Fig. 1: sequential cells colored by netlist name
Bar = 20 um.
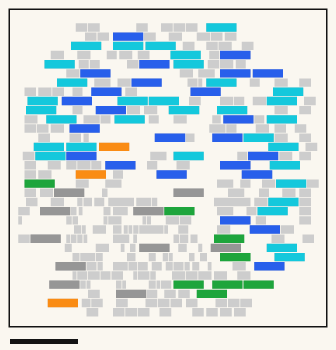
Fig. 2: cell density map
The die is cut into 9 by 9 equal tiles; white is low, dark blue is high, 0 to 100% covered.
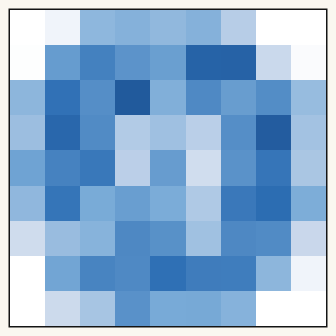
Fig. 3: placed standard cells
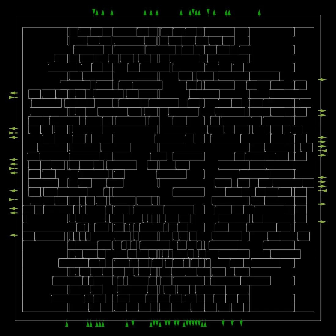
$ cat config.mk
export PLATFORM = sky130hd
export DESIGN_NAME = controlador_busqueda
export DESIGN_NICKNAME = d
export VERILOG_FILES = /design/src/rtl/controlador_busqueda.sv
export SDC_FILE = /design/constraint.sdc
export NUM_CORES = 1
export LEC_CHECK = 0
export CORE_MARGIN = 2
export CORE_UTILIZATION = 40
export CTS_CLUSTER_SIZE = 16
export DETAILED_ROUTE_END_ITERATION = 10
export PLACE_DENSITY = 0.72
export REMOVE_ABC_BUFFERS = 1
export SLEW_MARGIN = 20
export SYNTH_ARGS = -nofsm -noshare
export SYNTH_HDL_FRONTEND = slang
export SYNTH_SLANG_ARGS = --single-unit
$ cat constraint.sdc
create_clock -name clk -period 7 [get_ports clk]
set_input_delay 1.75 -clock clk [delete_from_list [all_inputs] [get_ports clk]]
set_output_delay 1.75 -clock clk [all_outputs]
set_load 0.01 [all_outputs]
$ cat src/rtl/controlador_busqueda.sv
`default_nettype none
// ============================================================================
//  Module      : controlador_busqueda
//  Description : Instruction-fetch sequencer between a byte-wide instruction
//                memory and the decode stage. Owns the program counter,
//                reads four consecutive bytes (wrapping modulo 2^ANCHO_DIR),
//                assembles a big-endian 32-bit word (byte at pc -> [31:24])
//                and offers it to decode over a valid/ready handshake.
//                Redirect requests (salto_en) abort any fetch in progress
//                and have priority over every other action.
//
//  Parameters  : ANCHO_DIR  - width of pc and of the memory byte address
//                PC_INICIAL - pc value loaded on reset
//
//  Ports       : clk        - clock, rising edge
//                rst_n      - asynchronous active-low reset
//                habilitar  - run enable, sampled only in B0
//                salto_en   - redirect request
//                salto_dir  - redirect target byte address
//                mem_dir    - byte address to instruction memory
//                mem_dato   - byte returned combinationally for mem_dir
//                inst       - assembled instruction
//                inst_pc    - byte address of inst's first byte
//                inst_valid - inst/inst_pc valid
//                inst_ready - decode accepts inst
//                ocupado    - high while in B1..B3 or VAL
//                error_alin - sticky misaligned-redirect flag
//
//  Build option: CTRL_ALIGN_CHECK_EN
//                defined   -> a redirect whose target has bits [1:0] != 0
//                             sets error_alin and halts fetching until reset
//                undefined -> error_alin is tied 0 and unaligned targets
//                             are fetched byte by byte like any other
//
//  Revision    : 1.0 - initial release
// ============================================================================

module controlador_busqueda #(
    parameter int                   ANCHO_DIR  = 8,
    parameter logic [ANCHO_DIR-1:0] PC_INICIAL = '0
) (
    input  logic                 clk,
    input  logic                 rst_n,
    input  logic                 habilitar,
    input  logic                 salto_en,
    input  logic [ANCHO_DIR-1:0] salto_dir,
    output logic [ANCHO_DIR-1:0] mem_dir,
    input  logic [7:0]           mem_dato,
    output logic [31:0]          inst,
    output logic [ANCHO_DIR-1:0] inst_pc,
    output logic                 inst_valid,
    input  logic                 inst_ready,
    output logic                 ocupado,
    output logic                 error_alin
);

    // ------------------------------------------------------------------------
    // State encoding
    // ------------------------------------------------------------------------
    typedef enum logic [2:0] {
        ST_B0  = 3'd0,
        ST_B1  = 3'd1,
        ST_B2  = 3'd2,
        ST_B3  = 3'd3,
        ST_VAL = 3'd4
    } estado_t;

    localparam logic [ANCHO_DIR-1:0] c_PASO_INST = ANCHO_DIR'(4);

    // ------------------------------------------------------------------------
    // Registers
    // ------------------------------------------------------------------------
    estado_t              r_estado;
    logic [ANCHO_DIR-1:0] r_pc;
    logic [23:0]          r_acum;       // first three bytes, shifted in MSB-first
    logic [31:0]          r_inst;
    logic [ANCHO_DIR-1:0] r_inst_pc;
    logic                 r_inst_valid;
    logic                 r_ocupado;

    // ------------------------------------------------------------------------
    // Combinational helpers
    // ------------------------------------------------------------------------
    logic [ANCHO_DIR-1:0] w_desp;       // byte offset of the current state
    logic                 w_bloqueado;  // fetch halted after a bad redirect

    // Memory address depends on registered state only: the low state bits
    // of B0..B3 are exactly the byte offset, VAL parks on pc.
    always_comb begin
        w_desp = '0;
        case (r_estado)
            ST_B0:   w_desp = ANCHO_DIR'(0);
            ST_B1:   w_desp = ANCHO_DIR'(1);
            ST_B2:   w_desp = ANCHO_DIR'(2);
            ST_B3:   w_desp = ANCHO_DIR'(3);
            default: w_desp = '0;
        endcase
    end

    // Natural truncation of the sum gives the modulo-2^ANCHO_DIR wrap.
    assign mem_dir = r_pc + w_desp;

`ifdef CTRL_ALIGN_CHECK_EN
    // ------------------------------------------------------------------------
    // Misaligned-redirect detection: sticky until reset, and while set the
    // sequencer refuses to leave B0.
    // ------------------------------------------------------------------------
    logic r_error_alin;

    always_ff @(posedge clk or negedge rst_n) begin
        if (!rst_n) begin
            r_error_alin <= 1'b0;
        end else if (salto_en && (salto_dir[1:0] != 2'b00)) begin
            r_error_alin <= 1'b1;
        end
    end

    assign w_bloqueado = r_error_alin;
    assign error_alin  = r_error_alin;
`else
    assign w_bloqueado = 1'b0;
    assign error_alin  = 1'b0;
`endif

    // ------------------------------------------------------------------------
    // Sequencer
    // ------------------------------------------------------------------------
    always_ff @(posedge clk or negedge rst_n) begin
        if (!rst_n) begin
            r_estado     <= ST_B0;
            r_pc         <= PC_INICIAL;
            r_acum       <= '0;
            r_inst       <= '0;
            r_inst_pc    <= '0;
            r_inst_valid <= 1'b0;
            r_ocupado    <= 1'b0;
        end else if (salto_en) begin
            // Redirect wins in every state. A coincident VAL handshake is
            // simply absorbed: the word is dropped from the interface and pc
            // takes the target instead of pc+4. Partial bytes are discarded.
            r_estado     <= ST_B0;
            r_pc         <= salto_dir;
            r_acum       <= '0;
            r_inst_valid <= 1'b0;
            r_ocupado    <= 1'b0;
        end else begin
            case (r_estado)
                ST_B0: begin
                    if (habilitar && !w_bloqueado) begin
                        r_acum    <= {r_acum[15:0], mem_dato};
                        r_estado  <= ST_B1;
                        r_ocupado <= 1'b1;
                    end
                end

                ST_B1: begin
                    r_acum   <= {r_acum[15:0], mem_dato};
                    r_estado <= ST_B2;
                end

                ST_B2: begin
                    r_acum   <= {r_acum[15:0], mem_dato};
                    r_estado <= ST_B3;
                end

                ST_B3: begin
                    // Last byte goes straight into the output word, so the
                    // instruction is visible on the same edge that enters VAL.
                    r_inst       <= {r_acum, mem_dato};
                    r_inst_pc    <= r_pc;
                    r_inst_valid <= 1'b1;
                    r_estado     <= ST_VAL;
                end

                ST_VAL: begin
                    if (inst_ready) begin
                        r_inst_valid <= 1'b0;
                        r_pc         <= r_pc + c_PASO_INST;
                        r_estado     <= ST_B0;
                        r_ocupado    <= 1'b0;
                    end
                end

                default: begin
                    r_estado     <= ST_B0;
                    r_inst_valid <= 1'b0;
                    r_ocupado    <= 1'b0;
                end
            endcase
        end
    end

    // ------------------------------------------------------------------------
    // Outputs
    // ------------------------------------------------------------------------
    assign inst       = r_inst;
    assign inst_pc    = r_inst_pc;
    assign inst_valid = r_inst_valid;
    assign ocupado    = r_ocupado;

endmodule

`default_nettype wire

==> impl_metrics.py <==
# Metrics from the implementation run
metrics = {
    "run_status": {
        "status": "finished, final reports clean",
    },
    "critical_path": {
        "crit_arrival_ns": 2.82,
        "critPathSlowestCell": "clkdlybuf4s50_1",
        "cp_max_fo": 10,
        "crit_required_ns": 5.25,
        "worst-path-buf-inv": 2,
        "end_kind": "output port",
    },
    "power_and_ir_drop": {
        "seq_power_share_pct": 47.3,
        "combPwrFrac_pct": 24.4,
        "intPower_mw": 0.871,
    },
    "placed_design": {
        "dp_slack_ns": 2.77,
        "post-dp-hpwl_um": 4120,
        "numPlacedInstances": 391,
    },
    "grt": {
        "grt_overflow": 0,
    },
    "clocking": {
        "clkTransAtPathRegs_ns": 0.08,
        "insertion_delay_ns": 0.34,
        "cts_sinks": 77,
    },
    "route": {
        "dr.pass1.iters": 6,
        "ant_nets": 0,
        "wl_per_cell_um": 15.4,
        "wl_met2_um": 2970,
    },
    "yosys": {
        "yosysUniqueCellTypes": 38,
        "synthSimpleGateAreaFrac_pct": 7.02,
        "ys_sh_adder_pct": 1.79,
        "synthFlopType": "dfrtp_1",
    },
    "sta": {
        "slew_viol_final": 0,
        "post-route-period-util_pct": 65.3,
        "tightest_slew_ns": 0.950,
        "rsz0062_at_grt": "no",
    },
    "final_layout": {
        "layout_top_cells": "dfrtp_1, clkdlybuf4s50_1, mux2_2, a22o_1, clkbuf_8",
        "largest_reg_flops": 32,
    },
    "min_path": {
        "holdCritPathClass": "reg2reg",
    },
}
## Picture notes: Fig. 1
signal	color	flops
`r_acum`	blue	24
`inst_pc`	green	8
`r_estado`	orange	3
`inst`	cyan	32
not colored	10
Seq area share: 46.5%
final core utilization: 53.4%
register area: 1930 sq um
sequential power: 0.564 mW

## Picture notes: Fig. 2
nearly empty tiles	9.9%
fullest tile	83%
tiles over 75% full	7.4%
mean over tiles	46%
fp_density: 41.3%
core area: 7770 sq um

## Picture notes: Fig. 3
FILL cells: 681
Flops: 77
Non-Filler Instances: 407
Tapcell Cnt: 102

[cell type report]
cell class,instances,area (sq um)
clock inverters,5,58.8
repair buffers,71,706
flip-flops and latches,77,1930
multi-input cells,135,1160
well taps,102,128
fillers,681,3620
inverters,6,22.5
clock buffers,11,141
[cells in the mapped netlist (all sizes together) (2+ instances only)]
cell type,number
mux2,41
or3,2
buf,12
nor2b,3
inv,6
a21oi,5
xnor2,6
dfrtp,77
nand2,9
ha,3
nand2b,3
or4,2
nand3,4
a31oi,3
a22o,24
nor2,6
clkbuf,3
nor3,3
xor2,2
o21ai,6
[per-layer routing]
metal,global-route usage [%],vias to the layer above
met4,7.25,0
met3,2.90,6
li1,-,966
met1,21.3,1032
met5,0,-
met2,23.3,38
Power and IR drop assume default switching activity.
